Figure 1. Wiring by layer (run 1).
Drawn at 1.5 px/um.
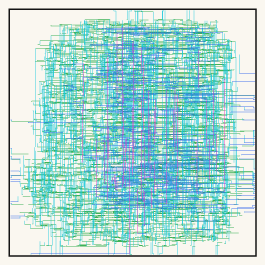
Figure 2. Cell density map (run 1).
Drawn at 2 px/um. The die is cut into 16 by 16 equal tiles; black is low, pale yellow is high, 0 to 100% covered.
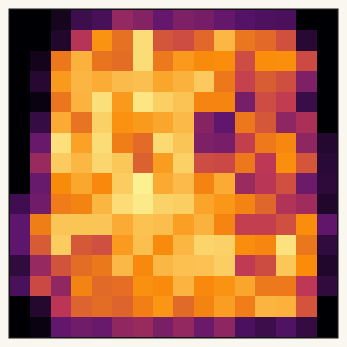
Figure 3. I/O pins on the die edge (run 1).
Drawn at 2 px/um. Pins as bars across the die edge, other pins in grey.
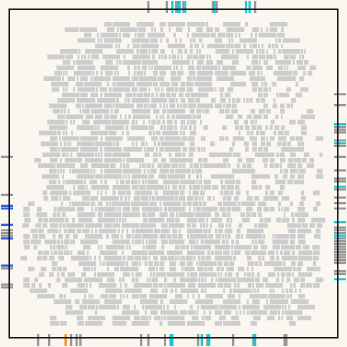
[src/rtl/switch_matrix_cfg_if.sv]
`timescale 1ns/1ps
`default_nettype none
// ============================================================================
// Module   : switch_matrix_cfg_if
// Purpose  : Config/readback port bundle for the routing switch matrix.
// Revision : 1.0 - initial release
// ============================================================================
interface switch_matrix_cfg_if #(
    parameter int SEL_W = 5
);
    logic             cfg_valid;
    logic             cfg_ready;
    logic [SEL_W-1:0] cfg_addr;
    logic [SEL_W-1:0] cfg_sel;
    logic             cfg_commit;
    logic             cfg_done;
    logic             cfg_dirty;
    logic             cfg_err;
    logic             cfg_err_clr;
    logic [SEL_W-1:0] rd_addr;
    logic [SEL_W-1:0] rd_sel;

    modport master (
        output cfg_valid, cfg_addr, cfg_sel, cfg_commit, cfg_err_clr, rd_addr,
        input  cfg_ready, cfg_done, cfg_dirty, cfg_err, rd_sel
    );

    modport slave (
        input  cfg_valid, cfg_addr, cfg_sel, cfg_commit, cfg_err_clr, rd_addr,
        output cfg_ready, cfg_done, cfg_dirty, cfg_err, rd_sel
    );
endinterface
`default_nettype wire

[src/rtl/switch_matrix_cfg.sv]
`timescale 1ns/1ps
`default_nettype none
// ============================================================================
// Module   : switch_matrix_cfg
// Purpose  : Runtime-configurable routing matrix with shadow/active banks and
//            atomic commit; outputs are combinational from the active bank.
// Revision : 1.0 - initial release
// ============================================================================
module switch_matrix_cfg #(
    parameter int NUM_WIRES = 18,
    parameter int SEL_W     = 5
) (
    input  logic                 clk,
    input  logic                 rst_n,
    switch_matrix_cfg_if.slave   cfg,
    input  logic [NUM_WIRES-1:0] wire_in,
    output logic [NUM_WIRES-1:0] wire_out,
    output logic [NUM_WIRES-1:0] wire_oe
);

    generate
        if ((2 ** SEL_W) <= NUM_WIRES) begin : g_bad_params
            $error("switch_matrix_cfg: SEL_W too narrow for NUM_WIRES");
        end
    endgenerate

    localparam logic [SEL_W-1:0] C_MAX_WIRE = SEL_W'(NUM_WIRES);

    typedef enum logic [1:0] {
        ST_IDLE  = 2'd0,
        ST_ARMED = 2'd1,
        ST_SWAP  = 2'd2
    } state_t;

    state_t           r_state;
    state_t           w_state_nxt;

    // Wire a lives at index a; index 0 is never used since 0 means "off".
    logic [SEL_W-1:0] r_active [NUM_WIRES:1];
    logic [SEL_W-1:0] r_shadow [NUM_WIRES:1];

    logic             r_done;
    logic             r_err;

    logic             w_ready;
    logic             w_wr_req;
    logic             w_wr_legal;
    logic             w_wr_ok;
    logic             w_wr_bad;
    logic             w_commit;

    // ------------------------------------------------------------------------
    // Request qualification
    // ------------------------------------------------------------------------
    assign w_ready    = (r_state != ST_SWAP);
    assign w_wr_req   = cfg.cfg_valid & w_ready;
    assign w_commit   = cfg.cfg_commit & w_ready;

    assign w_wr_legal = (cfg.cfg_addr != '0)
                      && (cfg.cfg_addr <= C_MAX_WIRE)
                      && (cfg.cfg_sel  <= C_MAX_WIRE)
                      && (cfg.cfg_sel  != cfg.cfg_addr);

    assign w_wr_ok    = w_wr_req &  w_wr_legal;
    assign w_wr_bad   = w_wr_req & ~w_wr_legal;

    // ------------------------------------------------------------------------
    // Control FSM
    // ------------------------------------------------------------------------
    always_ff @(posedge clk or negedge rst_n) begin
        if (!rst_n) begin
            r_state <= ST_IDLE;
        end else begin
            r_state <= w_state_nxt;
        end
    end

    always_comb begin
        w_state_nxt = r_state;
        case (r_state)
            ST_IDLE: begin
                if (w_commit) begin
                    w_state_nxt = ST_SWAP;
                end else if (w_wr_ok) begin
                    w_state_nxt = ST_ARMED;
                end
            end
            ST_ARMED: begin
                if (w_commit) begin
                    w_state_nxt = ST_SWAP;
                end
            end
            ST_SWAP: begin
                w_state_nxt = ST_IDLE;
            end
            default: begin
                w_state_nxt = ST_IDLE;
            end
        endcase
    end

    // ------------------------------------------------------------------------
    // Shadow and active banks. A write sampled together with a commit lands
    // in the shadow at that edge, so the following SWAP copies it across.
    // ------------------------------------------------------------------------
    always_ff @(posedge clk or negedge rst_n) begin
        if (!rst_n) begin
            for (int a = 1; a <= NUM_WIRES; a++) begin
                r_shadow[a] <= '0;
                r_active[a] <= '0;
            end
        end else begin
            for (int a = 1; a <= NUM_WIRES; a++) begin
                if (w_wr_ok && (cfg.cfg_addr == SEL_W'(a))) begin
                    r_shadow[a] <= cfg.cfg_sel;
                end
                if (r_state == ST_SWAP) begin
                    r_active[a] <= r_shadow[a];
                end
            end
        end
    end

    // ------------------------------------------------------------------------
    // Status flags
    // ------------------------------------------------------------------------
    always_ff @(posedge clk or negedge rst_n) begin
        if (!rst_n) begin
            r_done <= 1'b0;
            r_err  <= 1'b0;
        end else begin
            r_done <= (r_state == ST_SWAP);
            if (w_wr_bad) begin
                r_err <= 1'b1;
            end else if (cfg.cfg_err_clr) begin
                r_err <= 1'b0;
            end
        end
    end

    assign cfg.cfg_ready = w_ready;
    assign cfg.cfg_done  = r_done;
    assign cfg.cfg_dirty = (r_state == ST_ARMED);
    assign cfg.cfg_err   = r_err;

    // ------------------------------------------------------------------------
    // Readback of the active bank
    // ------------------------------------------------------------------------
    always_comb begin
        cfg.rd_sel = '0;
        for (int a = 1; a <= NUM_WIRES; a++) begin
            if (cfg.rd_addr == SEL_W'(a)) begin
                cfg.rd_sel = r_active[a];
            end
        end
    end

    // ------------------------------------------------------------------------
    // Routing datapath: one-hot decode of each selector masks wire_in.
    // ------------------------------------------------------------------------
    genvar g_dst;
    genvar g_src;
    generate
        for (g_dst = 1; g_dst <= NUM_WIRES; g_dst++) begin : g_route
            logic [NUM_WIRES-1:0] w_match;

            for (g_src = 1; g_src <= NUM_WIRES; g_src++) begin : g_match
                assign w_match[g_src-1] = (r_active[g_dst] == SEL_W'(g_src));
            end

            assign wire_oe[g_dst-1]  = (r_active[g_dst] != '0);
            assign wire_out[g_dst-1] = |(w_match & wire_in);
        end
    endgenerate

endmodule
`default_nettype wire

[src/flat_wrapper.sv]
// flat-port wrapper written by rule: the top's interface ports become plain ports
module switch_matrix_cfg_flat 
#(
    parameter int NUM_WIRES = 18,
    parameter int SEL_W     = 5
)
  (clk, rst_n, wire_in, wire_out, wire_oe, cfg_cfg_valid, cfg_cfg_addr, cfg_cfg_sel, cfg_cfg_commit, cfg_cfg_err_clr, cfg_rd_addr, cfg_cfg_ready, cfg_cfg_done, cfg_cfg_dirty, cfg_cfg_err, cfg_rd_sel);
  switch_matrix_cfg_if #(.SEL_W(SEL_W)) cfg_i ();
  input  logic clk;
  input  logic rst_n;
  input  logic [NUM_WIRES-1:0] wire_in;
  output logic [NUM_WIRES-1:0] wire_out;
  output logic [NUM_WIRES-1:0] wire_oe;
  input wire logic [$bits(cfg_i.cfg_valid)-1:0] cfg_cfg_valid;
  input wire logic [$bits(cfg_i.cfg_addr)-1:0] cfg_cfg_addr;
  input wire logic [$bits(cfg_i.cfg_sel)-1:0] cfg_cfg_sel;
  input wire logic [$bits(cfg_i.cfg_commit)-1:0] cfg_cfg_commit;
  input wire logic [$bits(cfg_i.cfg_err_clr)-1:0] cfg_cfg_err_clr;
  input wire logic [$bits(cfg_i.rd_addr)-1:0] cfg_rd_addr;
  output wire logic [$bits(cfg_i.cfg_ready)-1:0] cfg_cfg_ready;
  output wire logic [$bits(cfg_i.cfg_done)-1:0] cfg_cfg_done;
  output wire logic [$bits(cfg_i.cfg_dirty)-1:0] cfg_cfg_dirty;
  output wire logic [$bits(cfg_i.cfg_err)-1:0] cfg_cfg_err;
  output wire logic [$bits(cfg_i.rd_sel)-1:0] cfg_rd_sel;
  assign cfg_i.cfg_valid = cfg_cfg_valid;
  assign cfg_i.cfg_addr = cfg_cfg_addr;
  assign cfg_i.cfg_sel = cfg_cfg_sel;
  assign cfg_i.cfg_commit = cfg_cfg_commit;
  assign cfg_i.cfg_err_clr = cfg_cfg_err_clr;
  assign cfg_i.rd_addr = cfg_rd_addr;
  assign cfg_cfg_ready = cfg_i.cfg_ready;
  assign cfg_cfg_done = cfg_i.cfg_done;
  assign cfg_cfg_dirty = cfg_i.cfg_dirty;
  assign cfg_cfg_err = cfg_i.cfg_err;
  assign cfg_rd_sel = cfg_i.rd_sel;
  switch_matrix_cfg #(.NUM_WIRES(NUM_WIRES), .SEL_W(SEL_W)) u_core (.clk(clk), .rst_n(rst_n), .cfg(cfg_i), .wire_in(wire_in), .wire_out(wire_out), .wire_oe(wire_oe));
endmodule
[config.mk]
export PLATFORM = sky130hd
export DESIGN_NAME = switch_matrix_cfg_flat
export DESIGN_NICKNAME = d
export VERILOG_FILES = /design/src/rtl/switch_matrix_cfg_if.sv /design/src/rtl/switch_matrix_cfg.sv /design/src/flat_wrapper.sv
export SDC_FILE = /design/constraint.sdc
export NUM_CORES = 1
export LEC_CHECK = 0
export CORE_MARGIN = 5
export CORE_UTILIZATION = 50
export DETAILED_ROUTE_END_ITERATION = 10
export PLACE_DENSITY = 0.73
export SETUP_SLACK_MARGIN = 0.5
export SYNTH_ARGS = -nofsm -noshare
export SYNTH_HDL_FRONTEND = slang
export SYNTH_SLANG_ARGS = --single-unit
[constraint.sdc]
create_clock -name clk -period 3.2 [get_ports clk]
set_clock_uncertainty 0.2 [all_clocks]
set_input_delay 0.32 -clock clk [delete_from_list [all_inputs] [get_ports clk]]
set_output_delay 0.32 -clock clk [all_outputs]
set_load 0.02 [all_outputs]
==> summary.txt, run 1 <==
Figures from the flow reports.

Pwr:
- The run puts the maximum vdd ir drop at 0.302 mV.
- Looking at the group totals, the largest power group turns out to be registers.
- The analysis attributes to net switching a power of 0.00301 W.
- The run puts the power density over the cells at 530 nW/um2.
- Net switching is 37.4% of the power.
- In this run, power in combinational logic comes to 0.00288 W.
- Clock network power for this build is 0.00206 W.
- The run puts the register share of total power at 38.6%.
- The leakage component of the power was reported as 6.68 nW.
- The run puts the clock power share at 25.6%.
- The run gives the part of the total power dissipated in combinational logic as 35.8%.
- The run puts the internal power summed over all cells at 0.00503 W.
- The run gives the flip-flop and latch power as between 0.003 and 0.004 W.

Floorplan:
- The run gives the number of I/O pins as 83.
- The run gives the share of the core filled by cells before placement as 50.5%.
- In this run the full chip footprint comes out at 26700 um2.
- The run gives the number of core rows as 56.

Synth:
- After synthesis, the netlist uses 63 different library cells.
- The run gives the number of cell instances after yosys synthesis as 1278.
- The biggest area contributor in the post-synthesis netlist is dfrtp_1.
- The run gives the synthesized instance count as 1278.
- The run puts the total cell area reported by yosys after synthesis at 11800 um2.
- The most used flip-flop cell after synthesis is dfrtp_1.
- The run puts the area share of the leading cell type in the synthesized netlist at 39.1%.
- The run gives the proportion of synthesized flip-flops having asynchronous set or reset as 100%.
- The run gives the yosys synthesis warning count as 0.
- The run puts the synthesized area per cell at ~9.2 um2.
- The synthesis stat section lists a flop and latch total of 184.
- After synthesis, the cell types taking the most area are dfrtp_1 (39%), mux2_2 (9.8%), nand2_1 (8.5%).
- The run puts the share of the yosys chip area belonging to registers at roughly two fifths.
- The run puts the total nets after synthesis at around 1300.
- The run puts the number of flops mapped to enable cells by yosys at 0.

Routing:
- After detailed routing, the number of remaining DRC violations is 0.
- The run puts the violation count after the first detailed-route iteration at 1596.
- The run puts the number of vias per cell at 6.37.
- The run gives the first-pass iteration count of the detailed router as 6.
- The run gives the number of antenna-violating nets in the routed design as 0.

Critical path:
- STA lists the startpoint of the worst register-to-register path as u_core.r_state[1].
- The run gives the type of element capturing the critical path as an output pin.
- The run puts the logic depth of the worst register-to-register path at 6.
- The run gives the cell type group with the largest total delay on the critical path as flip-flops.
- The run puts the worst reg-to-reg setup slack at 890 ps.
- Data on the critical path arrives at its endpoint at around 2400 ps.
- In the setup report, the worst path falls into the class flop to output pin.
- The run puts the critical path's largest stage delay at 500 ps.
- The report lists the cells along the critical path as mux2_4, a32o_2, or4_4, a31oi_4, a211oi_2, buf_4.
- According to the timing report, the critical path is launched from u_core.r_active[10].
- The run puts the maximum fanout count along the critical path at 8.
- The run gives the end point of the critical path as cfg_rd_sel[0].
- The slowest stage of the critical path is the dfrtp_2 cell.
- Data on the critical path is required at its endpoint by 2680 ps.
- The run gives the launching element type of the critical path as a flop.
- The endpoint identified for the worst register-to-register timing path is u_core.r_shadow[36].
- All stages included, the depth of the critical timing path comes to 6.

Finish:
- Cells with a size suffix above 1 make up 32.7% of the layout.
- The run gives the final net count as roughly 1500.
- The run puts the number of fill cells in the layout at 1886.
- Relative to the synthesized area, the layout overhead comes to 28.8%.

Clocking:
- TritonCTS built the clock tree.
- The run gives the count of clock tree sinks as 184.
- Buffers added to address setup during post-CTS repair amount to 26.
- The run gives the maximum clock insertion buffer count as 2.
- Looking at the clock tree report, the root buffer type is clkbuf_16.
- In this run, post-CTS repair resized a total of 197 instances.
- Clock latency on the worst-skew pair, taken at its later pin, is around 430 ps.
- The run gives the total of hold buffers inserted after clock tree synthesis as 1.
- The run puts the clock-pin slew reported for the worst setup and hold paths after clock tree synthesis at ~80 ps.
- The run puts the number of buffers inserted during clock tree synthesis at 17.
- The run puts the maximum level of the CTS H-tree at 4.

STA:
- The run gives the total negative slack as 0 ps.
- The clock period could shrink to 2870 ps.
- The run gives the share of the clock period used by the worst path as about 90%.
- The run gives the post-layout worst setup margin as 328 ps.
- The run gives the setup-violating endpoint count in the final report as 0.
- Setup repair after global routing could not meet its margin everywhere.
- The run gives the highest clock frequency the design can meet as 348 MHz.
- The run gives the worst slew margin relative to its limit as 55.6%.
- The run puts the actual slew at the worst max-slew pin at 665 ps.
- Per the final report, max-transition violations number 0.
- The run puts the hold violation count in the final report at 0.

Global routing:
- The run puts the wire length of the first global-routing pass at 65600 um.
- The run puts the global-route congestion overflow total at 0.
- The run gives the largest net degree at the start of global routing as 82.
- The run gives the initial antenna violation count as 0.

Run status:
- The run finished with clean final reports.

Min path:
- The path class of the tightest hold or removal check is input port to flop.

Job:
- The run puts the count of tool warnings at 28.
- The run gives the number of maximum-capacitance constraint violations as 0.

Place:
- The run gives the detailed-placement wirelength estimate as 28800 um.
-- Figure 1 (at the start) --
magenta -> metal 4  # wire length 1530 um
cyan -> metal 2  # wire length 18900 um
blue -> metal 3  # wire length 5030 um
green -> metal 1  # wire length 17800 um
total number of vias: 11302
GR Util All Layers: 32.2%
average wire length per cell after detail routing: 24.3 um
overall routed net length: 43200 um

-- Figure 2 (at the start) --
nearly empty tiles = 8.6%
mean over tiles = 55%
tiles over 75% full = 34%
placeable core area: 23300 um2
post-layout utilization of the core: 65.1%

-- Figure 3 (at the start) --
orange -> `cfg_cfg_err_clr`  # pins 1, direction input, edge south
blue -> `cfg_cfg_addr`  # pins 5, direction input, edge west
cyan -> `wire_out`  # pins 18, direction output, edge 7 north, 6 east, 5 south
die width: 164 um
number of buffers inserted by port buffering: 82
Vert. Die Dim: 164 um

[run 1: worst min path at each step]
stage | startpoint | end | slack [ps] | depth (start not counted)
3_5_place_dp | rst_n | u_core.cfg.cfg_err | 190 | 1
3_3_place_gp | rst_n | u_core.r_state[1] | 190 | 1
5_1_grt | cfg_cfg_commit | u_core.r_state[0] | 240 | 2
6_report | cfg_cfg_commit | u_core.r_state[0] | 230 | 2
2_1_floorplan | rst_n | u_core.cfg.cfg_done | -180 | 0
4_1_cts | cfg_cfg_commit | u_core.r_state[0] | 230 | 2
[run 1: cell families after synthesis]
family	count (synthesis)	synth area share (%)
simple gates	432	16.6
flops	184	39.1
xor+xnor	5	0.372
buf+inv	185	6.15
compound gates	260	14.7
mux	212	23.2
[run 1: metrics by stage]
stage	instances	total power (W)	hold WS [ps]	cell area [um2]
2_1_floorplan	1278	0.00447	-176	11800
3_5_place_dp	1680	0.00566	193	13700
6_report	1774	0.00804	233	15200
4_1_cts	1750	0.00789	228	14900
3_3_place_gp	1680	0.00561	188	13700
5_1_grt	1773	0.00834	244	15200
[run 1: metal layers]
metal | wire [um] | track usage (%) | share of wire (%)
met1 | 17800 | 47.1 | 41
met2 | 18900 | 47.9 | 44
met3 | 5030 | 6.99 | 12
met4 | 1530 | 10.9 | 3.6
met5 | 0 | 0 | 0
[run 1: cell type report]
class / count / area [um2] / share of cell area (%)
Multi-Input combinational cell: 909 / 6730 / 44.3
Sequential cell: 184 / 4640 / 30.6
Timing Repair Buffer: 274 / 2640 / 17.4
Clock buffer: 19 / 433 / 2.85
Tap cell: 319 / 399 / 2.63
Inverter: 55 / 208 / 1.37
Clock inverter: 13 / 129 / 0.849
Antenna cell: 1 / 2.50 / 0.0165
[run 1: cell usage after synthesis, drive strengths merged (19+ instances only)]
cell type	number
a211oi	29
a21oi	52
a31oi	19
buf	38
clkbuf	92
dfrtp	184
inv	55
mux2	104
mux2i	70
mux4	38
nand2	267
nand3	25
nor2	54
nor3	22
o21ai	71
[run 1: placed cells by master, fill, tap and decap left out, types with 9 or more instances in the layout]
master | synthesis | layout
a211oi_1 | 27 | 18
a211oi_2 | 2 | 10
a21oi_1 | 52 | 52
a221oi_2 | 0 | 9
a311o_1 | 10 | 10
a311oi_1 | 10 | 10
a31oi_1 | 19 | 18
buf_12 | 0 | 19
buf_2 | 12 | 13
buf_4 | 2 | 153
buf_6 | 1 | 19
clkbuf_16 | 0 | 17
clkdlybuf4s50_1 | 0 | 43
dfrtp_1 | 184 | 157
dfrtp_2 | 0 | 27
dlygate4sd2_1 | 0 | 11
inv_1 | 55 | 52
mux2_2 | 103 | 101
mux2i_1 | 70 | 68
mux4_2 | 38 | 38
nand2_1 | 267 | 266
nand3_1 | 25 | 25
nand3b_1 | 11 | 11
nor2_1 | 54 | 53
nor2b_1 | 10 | 9
nor3_1 | 19 | 19
o21ai_0 | 71 | 68
[run 1: flip-flops by register name (all words and copies together) (netlist names)]
name,count
u_core.r_state,2
u_core.r_shadow,90
u_core.cfg.cfg_err,1
u_core.r_active,90
u_core.cfg.cfg_done,1
Figure 4. Placement by cell class (run 1).
Drawn at 1.5 px/um.
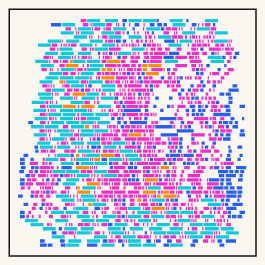

==> run 2, diff against run 1 <==
==> constraint.sdc (replaced) <==
create_clock -name clk -period 3.2 [get_ports clk]
set_clock_uncertainty 0.2 [all_clocks]
set_input_delay 0.32 -clock clk [delete_from_list [all_inputs] [get_ports clk]]
set_output_delay 0.32 -clock clk [all_outputs]
set_load 0.005 [all_outputs]
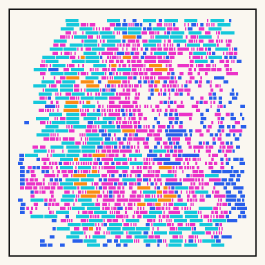
Figure 5: run 2, placement by cell class.
Drawn at 1.5 px/um.
magenta -> combinational and other logic  # cells 964
blue -> other buffers and delay cells  # cells 276
orange -> clock drivers and dummy loads  # cells 32
cyan -> flops  # cells 184
post-layout utilization of the core: 64.9%
Post-Layout Inst Area: 15100 um2
flop share of the area: 30.7%
row count: 56

==> summary.txt, run 2 <==
Figures from the flow reports.

Run status:
- Outcome: completed (unchanged).

Pwr:
- The run puts the leakage power summed over all cells at 6.69 nW (was 6.68 nW).
- The run puts the maximum vdd ir drop at 0.393 mV (was 0.302 mV).
- The run gives the register share of total power as 38.5% (was 38.6%).
- The run gives the internal power summed over all cells as 0.00517 W (was 0.00503 W).

Critical path:
- The run puts the logic depth of the worst register-to-register path at 7 (was 6).
- The run puts the critical path's largest stage delay at 470 ps (was 500 ps).
- The run gives the data required time at the worst endpoint as 2680 ps (about the same).
- The type of element capturing the critical path was an output pin (unchanged).
- Sequence of cells on the critical path: clkdlybuf4s15_1, bufbuf_16, mux2_2, nand2_1, o21ai_1, mux4_2, o31a_1, buf_2 (was mux2_4, a32o_2, or4_4, a31oi_4, a211oi_2, buf_4).
- The run gives the end point of the critical path as wire_out[10] (was cfg_rd_sel[0]).
- The startpoint of the lowest-slack register-to-register path was u_core.r_state[1] (unchanged).
- The run puts the data arrival at the endpoint of the critical path at 2350 ps (about the same).
- The launching element type of the critical path is an input port (was flop).

Synth:
- The run gives the largest non-sequential cell family by area as multiplexers (unchanged).
- The run puts the synthesized instance count at 1278 (unchanged).
- The run puts the area share of the leading cell type in the synthesized netlist at 39.1% (unchanged).
- The run gives the and-or/or-and share of the synthesized area as 14.7% (unchanged).
- The run puts the total cell area reported by yosys after synthesis at 11800 um2 (unchanged).
- The share of the synthesized netlist area taken by xor and xnor gates was 0.372% (unchanged).
- Leading cell types by count after synthesis: nand2_1 (267), dfrtp_1 (184), mux2_2 (103), clkbuf_1 (92), o21ai_0 (71) (unchanged).
- The area fraction in mux cells came to 23.2% (unchanged).
- The top cell type by total area after synthesis is dfrtp_1 (unchanged).
- The run gives the share of the yosys chip area belonging to registers as 39.1% (unchanged).
- The run gives the synthesized area per cell as 9.22 um2 (unchanged).
- Largest cells by area: dfrtp_1 (39%), mux2_2 (9.8%), nand2_1 (8.5%) (unchanged).

STA:
- The run puts the highest clock frequency the design can meet at 348 MHz (about the same).
- The run puts the total negative slack at 0 ps (unchanged).
- The setup-violating endpoint count in the final report is 0 (unchanged).
- The hold violation count in the final report came to 0 (unchanged).

Finish:
- The run puts the proportion of layout cells with a drive suffix above 1 at 33.0% (was 32.7%).
- The run puts the number of fill cells in the layout at 1832 (was 1886).

Global routing:
- The run puts the met3 layer usage reported by global route at 9.39% (was 6.99%).
- The total global routing track utilization was 32.6% (was 32.2%).
- The run gives the largest net degree at the start of global routing as 85 (was 82).

Routing:
- The run gives the routed length per instance as 24.8 um (was 24.3 um).
- The run gives the number of antenna-violating nets in the routed design as 0 (unchanged).

Clocking:
- The buffer cell driving the clock tree root was clkbuf_16 (unchanged).

Min path:
- The type of the tightest min-delay check was input port to flop (unchanged).

Floorplan:
- The area of the placeable core came to 23300 um2 (unchanged).
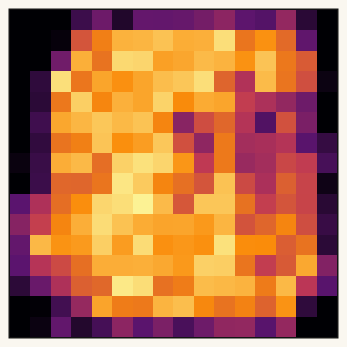
Figure 6: run 2, cell density map.
Drawn at 2 px/um. The die is cut into 16 by 16 equal tiles; black is low, pale yellow is high, 0 to 100% covered.
mean over tiles = 55%
nearly empty tiles = 9.4%
emptiest ninth of the die = north-west
starting utilization of the core area: 50.5%

-- run 2: cell count changes in the layout (fill, tap and decap cells not counted), sizes merged --
| cell | previous run | this run |
|---|---|---|
| diode | 1 | 0 |
| buf | 205 | 200 |
| bufinv | 0 | 2 |
| clkbuf | 24 | 26 |
| clkinvlp | 2 | 0 |
| clkdlybuf4s15 | 2 | 5 |
| clkinv | 4 | 6 |
| dlygate4sd2 | 11 | 12 |
| bufbuf | 7 | 6 |
-- run 2: power groups by stage --
stage	logic, W	registers, W	clock network [W]
floorplan	0.00139	0.00284	0
global placement	0.00227	0.00308	0
detailed placement	0.00230	0.00310	0
CTS	0.00248	0.00303	0.00228
global route	0.00280	0.00309	0.00238
finish	0.00263	0.00306	0.00227
-- run 2: routing by layer --
metal | wire length [um] | vias to the layer above | part of all wire, %
met5 | 7 | - | 0.016
met4 | 2090 | 2 | 4.7
met3 | 5880 | 137 | 13
met2 | 19100 | 785 | 43
met1 | 17000 | 5598 | 39
li1 | - | 4884 | -
-- run 2: final cells by class --
cell class	count	area [um2]	share of cell area [%]
well taps	319	399	2.64
clock buffers	17	425	2.81
repair buffers	276	2580	17.0
clock inverters	15	201	1.33
flip-flops and latches	184	4640	30.7
multi-input cells	909	6680	44.1
inverters	55	208	1.37
-- run 2: kinds of logic after synthesis --
kind of cell	Yosys count
AND/OR/NAND/NOR	432
AND-OR/OR-AND	260
multiplexers	212
buffers and inverters	185
flip-flops	184
XOR/XNOR	5
-- run 2: per-stage QoR --
stage / utilization (%) / instance area, um2 / hold slack, ps
2_1_floorplan: - / 11800 / -176
3_5_place_dp: 58.2 / 13600 / 208
6_report: 64.9 / 15100 / 241
5_1_grt: 64.9 / 15100 / 249
4_1_cts: 63.9 / 14900 / 232
3_3_place_gp: 58.2 / 13600 / 195
-- run 2: repair_timing --
action                                 4_1_cts  5_1_grt
setup buffers                               46       17
setup endpoints to repair                   23       22
endpoints found under the hold margin       79        0
resized                                    165       50
cloned                                      11        0
pin swaps                                   25       16
hold buffers                                 1        0
-- run 2: worst min-delay path by stage --
stage | start | to | slack [ps] | depth (start not counted)
2_1_floorplan | rst_n | u_core.cfg.cfg_done | -180 | 0
6_report | cfg_cfg_commit | u_core.r_state[0] | 240 | 2
4_1_cts | cfg_cfg_commit | u_core.r_state[0] | 230 | 2
3_5_place_dp | rst_n | u_core.cfg.cfg_err | 210 | 1
5_1_grt | cfg_cfg_commit | u_core.r_state[0] | 250 | 2
3_3_place_gp | rst_n | u_core.r_state[1] | 200 | 1
Power is estimated from default activity; no workload was simulated.
